--- src/rtl/state_dump_unit_pkg.sv ---
// Shared definitions for the end-of-run state dump: stream word kinds,
// dump FSM encoding and halt-cause codes.
package dump_pkg;

   localparam int KIND_W = 2;

   localparam logic [KIND_W-1:0] KIND_PC  = 2'd0;
   localparam logic [KIND_W-1:0] KIND_REG = 2'd1;
   localparam logic [KIND_W-1:0] KIND_MEM = 2'd2;

   localparam logic [31:0] HALT_INST = 32'h0000_0000;

   localparam logic CAUSE_ZERO_INST = 1'b0;
   localparam logic CAUSE_TIMEOUT   = 1'b1;

   typedef enum logic [2:0] {
      ST_RUN      = 3'd0,
      ST_DUMP_PC  = 3'd1,
      ST_DUMP_REG = 3'd2,
      ST_DUMP_MEM = 3'd3,
      ST_DONE     = 3'd4
   } state_e;

   function automatic logic [31:0] zext_byte(input logic [7:0] b);
      return {24'b0, b};
   endfunction

endpackage

--- src/rtl/state_dump_unit_if.sv ---
// Valid/ready word stream carrying the dumped architectural state.
interface state_dump_unit_if;
   import dump_pkg::*;

   logic              out_valid;
   logic              out_ready;
   logic [31:0]       out_data;
   logic [KIND_W-1:0] out_kind;

   modport master (output out_valid, output out_data, output out_kind, input out_ready);
   modport slave  (input out_valid, input out_data, input out_kind, output out_ready);

endinterface

--- src/rtl/state_dump_unit_halt_detector.sv ---
// Run-cycle budget counter plus zero-instruction compare; raises a halt
// request with its cause while the machine is running.
module halt_detector
   import dump_pkg::*;
#(
   parameter int TIMEOUT_CYCLES = 64
) (
   input  logic        clk,
   input  logic        reset,
   input  logic        run_i,
   input  logic [31:0] inst_i,
   output logic        halt_o,
   output logic        cause_o
);

   localparam int                CNT_W    = $clog2(TIMEOUT_CYCLES) + 1;
   localparam logic [CNT_W-1:0]  CNT_LAST = CNT_W'(TIMEOUT_CYCLES - 1);

   logic [CNT_W-1:0] cnt_q;
   logic [CNT_W-1:0] cnt_d;
   logic             zero_inst;
   logic             budget_out;

   always_comb begin
      zero_inst = 1'b0;
      // An unknown instruction leaves the if-condition false, so X/Z never halts.
      if (inst_i == HALT_INST) begin
         zero_inst = 1'b1;
      end
      budget_out = (cnt_q == CNT_LAST);
      halt_o     = run_i && (zero_inst || budget_out);
      cause_o    = CAUSE_TIMEOUT;
      if (zero_inst) begin
         cause_o = CAUSE_ZERO_INST;
      end
      cnt_d = cnt_q;
      if (run_i && !budget_out) begin
         cnt_d = cnt_q + 1'b1;
      end
   end

   always_ff @(posedge clk) begin
      if (reset) begin
         cnt_q <= '0;
      end else begin
         cnt_q <= cnt_d;
      end
   end

endmodule

--- src/rtl/state_dump_unit.sv ---
// End-of-run observer for the single-cycle machine: on halt it freezes the
// core and streams PC, the register file and a window of data memory.
module state_dump_unit
   import dump_pkg::*;
#(
   parameter int          NUM_REGS       = 32,
   parameter logic [31:0] MEM_BASE       = 32'h0000_4000,
   parameter int          MEM_BYTES      = 4,
   parameter int          TIMEOUT_CYCLES = 64
) (
   input  logic               clk,
   input  logic               reset,
   input  logic [31:0]        inst,
   input  logic [31:0]        pc,
   output logic               freeze,
   output logic [4:0]         rf_raddr,
   input  logic [31:0]        rf_rdata,
   output logic [31:0]        mem_raddr,
   input  logic [7:0]         mem_rdata,
   state_dump_unit_if.master  out_if,
   output logic               halt_cause,
   output logic               dump_done
);

   localparam int               IDX_MAX  = (NUM_REGS > MEM_BYTES) ? NUM_REGS : MEM_BYTES;
   localparam int               IDX_W    = $clog2(IDX_MAX) + 1;
   localparam logic [IDX_W-1:0] REG_LAST = IDX_W'(NUM_REGS - 1);
   localparam logic [IDX_W-1:0] MEM_LAST = IDX_W'(MEM_BYTES - 1);

   if (NUM_REGS > 32) begin : g_num_regs_check
      $error("state_dump_unit: NUM_REGS must not exceed 32");
   end

   state_e           state_q;
   state_e           state_d;
   logic [IDX_W-1:0] idx_q;
   logic [IDX_W-1:0] idx_d;
   logic             cause_q;
   logic             cause_d;
   logic             run;
   logic             halt;
   logic             halt_cause_now;

   assign run = (state_q == ST_RUN) && !reset;

   halt_detector #(
      .TIMEOUT_CYCLES (TIMEOUT_CYCLES)
   ) u_halt_detector (
      .clk     (clk),
      .reset   (reset),
      .run_i   (run),
      .inst_i  (inst),
      .halt_o  (halt),
      .cause_o (halt_cause_now)
   );

   always_ff @(posedge clk) begin
      if (reset) begin
         state_q <= ST_RUN;
         idx_q   <= '0;
         cause_q <= CAUSE_ZERO_INST;
      end else begin
         state_q <= state_d;
         idx_q   <= idx_d;
         cause_q <= cause_d;
      end
   end

   // Outputs are forced to their reset values whenever reset is high, so an
   // aborted dump never presents a partial word in the reset cycle itself.
   always_comb begin
      state_d          = state_q;
      idx_d            = idx_q;
      cause_d          = cause_q;
      freeze           = 1'b0;
      rf_raddr         = '0;
      mem_raddr        = MEM_BASE;
      out_if.out_valid = 1'b0;
      out_if.out_data  = '0;
      out_if.out_kind  = KIND_PC;
      halt_cause       = CAUSE_ZERO_INST;
      dump_done        = 1'b0;

      if (!reset) begin
         freeze     = (state_q != ST_RUN);
         halt_cause = cause_q;
         unique case (state_q)
            ST_RUN: begin
               if (halt) begin
                  state_d = ST_DUMP_PC;
                  cause_d = halt_cause_now;
               end
            end
            ST_DUMP_PC: begin
               out_if.out_valid = 1'b1;
               out_if.out_kind  = KIND_PC;
               out_if.out_data  = pc;
               if (out_if.out_ready) begin
                  state_d = ST_DUMP_REG;
                  idx_d   = '0;
               end
            end
            ST_DUMP_REG: begin
               rf_raddr         = 5'(idx_q);
               out_if.out_valid = 1'b1;
               out_if.out_kind  = KIND_REG;
               out_if.out_data  = rf_rdata;
               if (out_if.out_ready) begin
                  if (idx_q == REG_LAST) begin
                     state_d = ST_DUMP_MEM;
                     idx_d   = '0;
                  end else begin
                     idx_d = idx_q + 1'b1;
                  end
               end
            end
            ST_DUMP_MEM: begin
               mem_raddr        = MEM_BASE + 32'(idx_q);
               out_if.out_valid = 1'b1;
               out_if.out_kind  = KIND_MEM;
               out_if.out_data  = zext_byte(mem_rdata);
               if (out_if.out_ready) begin
                  if (idx_q == MEM_LAST) begin
                     state_d = ST_DONE;
                  end else begin
                     idx_d = idx_q + 1'b1;
                  end
               end
            end
            ST_DONE: begin
               dump_done = 1'b1;
            end
            default: begin
               state_d = ST_RUN;
            end
         endcase
      end
   end

endmodule

--- src/flat_wrapper.sv ---
// flat-port wrapper written by rule: the top's interface ports become plain ports
module state_dump_unit_flat import dump_pkg::*;
#(
   parameter int          NUM_REGS       = 32,
   parameter logic [31:0] MEM_BASE       = 32'h0000_4000,
   parameter int          MEM_BYTES      = 4,
   parameter int          TIMEOUT_CYCLES = 64
)
  (clk, reset, inst, pc, freeze, rf_raddr, rf_rdata, mem_raddr, mem_rdata, halt_cause, dump_done, out_if_out_valid, out_if_out_data, out_if_out_kind, out_if_out_ready);
  state_dump_unit_if out_if_i ();
  input  logic clk;
  input  logic reset;
  input  logic [31:0] inst;
  input  logic [31:0] pc;
  output logic freeze;
  output logic [4:0] rf_raddr;
  input  logic [31:0] rf_rdata;
  output logic [31:0] mem_raddr;
  input  logic [7:0] mem_rdata;
  output logic halt_cause;
  output logic dump_done;
  output wire logic [$bits(out_if_i.out_valid)-1:0] out_if_out_valid;
  output wire logic [$bits(out_if_i.out_data)-1:0] out_if_out_data;
  output wire logic [$bits(out_if_i.out_kind)-1:0] out_if_out_kind;
  input wire logic [$bits(out_if_i.out_ready)-1:0] out_if_out_ready;
  assign out_if_out_valid = out_if_i.out_valid;
  assign out_if_out_data = out_if_i.out_data;
  assign out_if_out_kind = out_if_i.out_kind;
  assign out_if_i.out_ready = out_if_out_ready;
  state_dump_unit #(.NUM_REGS(NUM_REGS), .MEM_BASE(MEM_BASE), .MEM_BYTES(MEM_BYTES), .TIMEOUT_CYCLES(TIMEOUT_CYCLES)) u_core (.clk(clk), .reset(reset), .inst(inst), .pc(pc), .freeze(freeze), .rf_raddr(rf_raddr), .rf_rdata(rf_rdata), .mem_raddr(mem_raddr), .mem_rdata(mem_rdata), .out_if(out_if_i), .halt_cause(halt_cause), .dump_done(dump_done));
endmodule
--- config.mk ---
export PLATFORM = sky130hd
export DESIGN_NAME = state_dump_unit_flat
export DESIGN_NICKNAME = d
export VERILOG_FILES = /design/src/rtl/state_dump_unit_pkg.sv /design/src/rtl/state_dump_unit_if.sv /design/src/rtl/state_dump_unit_halt_detector.sv /design/src/rtl/state_dump_unit.sv /design/src/flat_wrapper.sv
export SDC_FILE = /design/constraint.sdc
export NUM_CORES = 1
export LEC_CHECK = 0
export ABC_CLOCK_PERIOD_IN_PS = 5400
export CORE_AREA = 2 2 104 66
export DETAILED_ROUTE_END_ITERATION = 7
export DIE_AREA = 0 0 106 68
export PLACE_DENSITY = 0.81
export SYNTH_ARGS = -nofsm -noshare
export SYNTH_HDL_FRONTEND = slang
export SYNTH_SLANG_ARGS = --single-unit
--- constraint.sdc ---
create_clock -name clk -period 5.4 [get_ports clk]
set_clock_uncertainty 0.2 [all_clocks]
set_input_delay 1.08 -clock clk [delete_from_list [all_inputs] [get_ports clk]]
set_output_delay 1.08 -clock clk [all_outputs]
set_load 0.1 [all_outputs]
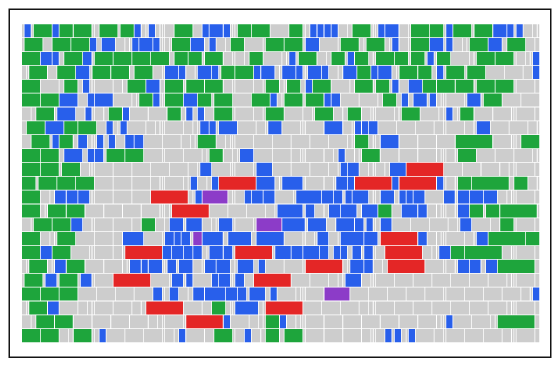
cell_classes.png
Fill, decap, tap and diode cells in gray.
legend:
  purple:
    class: clock drivers and dummy loads
    cells: 4
    share_of_their_area: 1.4%
  red:
    class: flip-flops
    cells: 17
    share_of_their_area: 10%
  green:
    class: other buffers and delay cells
    cells: 159
    share_of_their_area: 48%
  blue:
    class: all other logic
    cells: 222
    share_of_their_area: 41%
row count: 23
Seq/total area: 10.1%
Finished Cell Area: 3360 um2

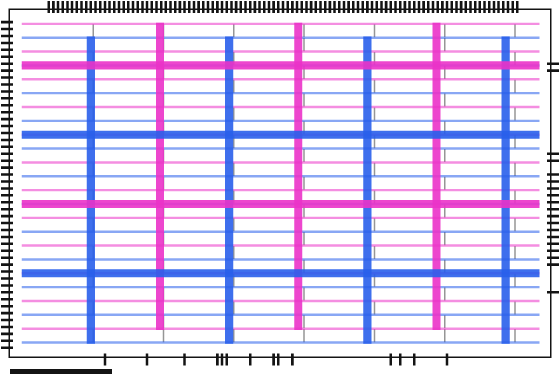
pdn.png
The bar under the picture is 20 um long. Pins as bars on the die edge. Tap cells in gray.
legend:
  magenta:
    net: VDD
  blue:
    net: VSS
met5 straps: 4
rows: 23
Die Width: 106 um
VDD IR max: 0.0703 mV
Die Ht: 68 um
core area: 6360 um2

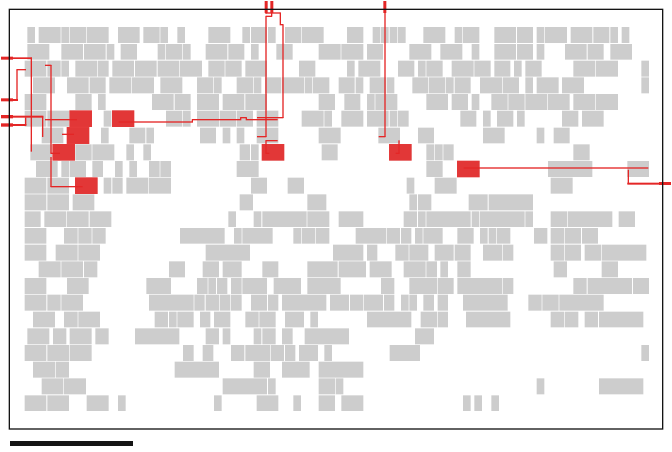
port_nets.png
The bar under the picture is 20 um long.
legend:
  red:
    port: mem_rdata
    bits: 8
    direction: input
    end_cells: 8
    buffers: 8
    wire: 208 um
Ports: 182
PortBufs: 155

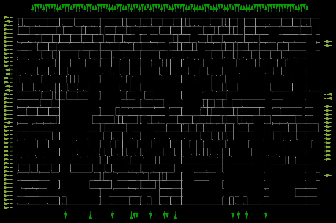
final_placement.png
# fillers: 611
flip-flops: 17
final core occ: 52.9%
TAP cells: 87

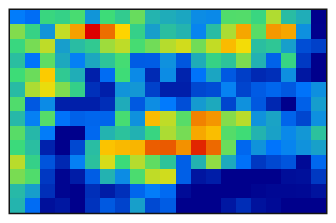
wire_density.png
The die is cut into 21 by 14 equal tiles; dark blue is low, red is high, scaled to the fullest tile. Values are wire area over tile area, all layers added.
mean over tiles: 0.15
emptiest ninth of the die: lower right
tiles over half the peak: 26%
fullest tile: 0.45
densest ninth of the die: upper left
post-DR wirelength/cell: 13.9 um
total track usage: 17.0%
DR vias: 2348

==> flow_metrics.env <==
# implementation run metrics
export IMPL_max_freq_mhz=235
export IMPL_rsz0062_at_grt="false"
export IMPL_use_met1_pct=24.2
export IMPL_critPathBufInv=2
export IMPL_aoi_share_pct=21.6
export IMPL_syn_inst=257
export IMPL_totalWireLength_mm=6.77
export IMPL_drive_above_1_share_pct=18.2
export IMPL_hold_buffers=0
export IMPL_max_stage_delay_ns=0.62
export IMPL_ff_type="dfxtp_1"
export IMPL_power_uw=408
export IMPL_cts_sinks=17
export IMPL_status="completed"
export IMPL_cts_resized=0
export IMPL_grt_remaining_overflow=0
export IMPL_cp_depth=5
export IMPL_buffers_excl_clock=159
export IMPL_area_growth_pct=83.5
export IMPL_finalCriticalPeriod_ns=4.26
export IMPL_reg_top3="u_core.u_halt_detector.cnt_q (7), u_core.idx_q (6), u_core.state_q (3)"
export IMPL_cp_top_family="simple AND/OR/NAND/NOR gates"
export IMPL_crit_path_end_kind="primary output"
export IMPL_die_area_um2=7210
export IMPL_p_clk_uw=96.4
export IMPL_grt_pass1_vias=1975
export IMPL_place_congestion=0.809
export IMPL_final_cells=489
export IMPL_finalHoldViolCount=0
export IMPL_cts_setup_buffers=0
export IMPL_whs_ns=0.316
export IMPL_cts_reportedPaths_clkPinSlew_ns=0.07
export IMPL_worstHoldPathType="flop to flop"
export IMPL_cellLeakagePower_nw=1.29
export IMPL_whs_path_depth=2
export IMPL_synth_top_cell_area_share_pct=18.6
export IMPL_tool_warnings=26
export IMPL_hold_end="u_core.u_halt_detector.cnt_q[4]"
export IMPL_r2r_start="u_core.state_q[1]"
export IMPL_period_used_pct=79.0
export IMPL_n_clock_buffer=3
export IMPL_dp_cells=485
export IMPL_regMostFlops="u_core.u_halt_detector.cnt_q"
export IMPL_busiest_layer="met2"
export IMPL_grt_max_degree=36
export IMPL_yosys_top_cells_count="nor2_1, buf_4, a22oi_1"
export IMPL_xor_area_share_pct=1.91
export IMPL_sw_frac_of_total_pct=37.1
export IMPL_dp_slack_ns=1.13
export IMPL_crit_path_end="mem_raddr[5]"
export IMPL_nNetsFinal=512
export IMPL_routed_via_density=4.80
export IMPL_maxSlewViolCount=0
export IMPL_critPathArrivalTime_ns=2.98
export IMPL_bufAreaShareNonClock_pct=46.0
export IMPL_p_seq_uw=132
export IMPL_maxCapViolations=0
export IMPL_grt_pass1_wl_mm=9.88
export IMPL_area_dominant_class="buffers"
export IMPL_nNonClkInverters=2
export IMPL_ys_cells=257
export IMPL_met1_length_mm=2.95
export IMPL_pwr_share_seq_pct=32.3
export IMPL_ant_nets=0
export IMPL_powerDensity_nw_per_um2=121
export IMPL_yosysUniqueCellTypes=53
export IMPL_largest_reg_flops=7
export IMPL_routed_wl_met3_um=522
export IMPL_routed_top_layer="met4"
export IMPL_mostFrequentLayoutCells="clkdlybuf4s50_1, nor2_1, buf_4, conb_1, a22oi_1"
export IMPL_ys_flops=17
export IMPL_ys_seq_share_pct=18.6
export IMPL_power_top_group="combinational cells"
export IMPL_r2r_cells=4
export IMPL_comb_power_uw=180
export IMPL_edf_count=0
export IMPL_intPower_uw=256
export IMPL_mappedNetlistArea_um2=1830
export IMPL_maxSlewHeadroom_pct=42.1
export IMPL_r2r_end="u_core.state_q[0]"
export IMPL_ys_area_um2=1830
export IMPL_largest_area_cell="dfxtp_1"
export IMPL_fin_ws_ns=1.14
export IMPL_clock_area_share_pct=1.38
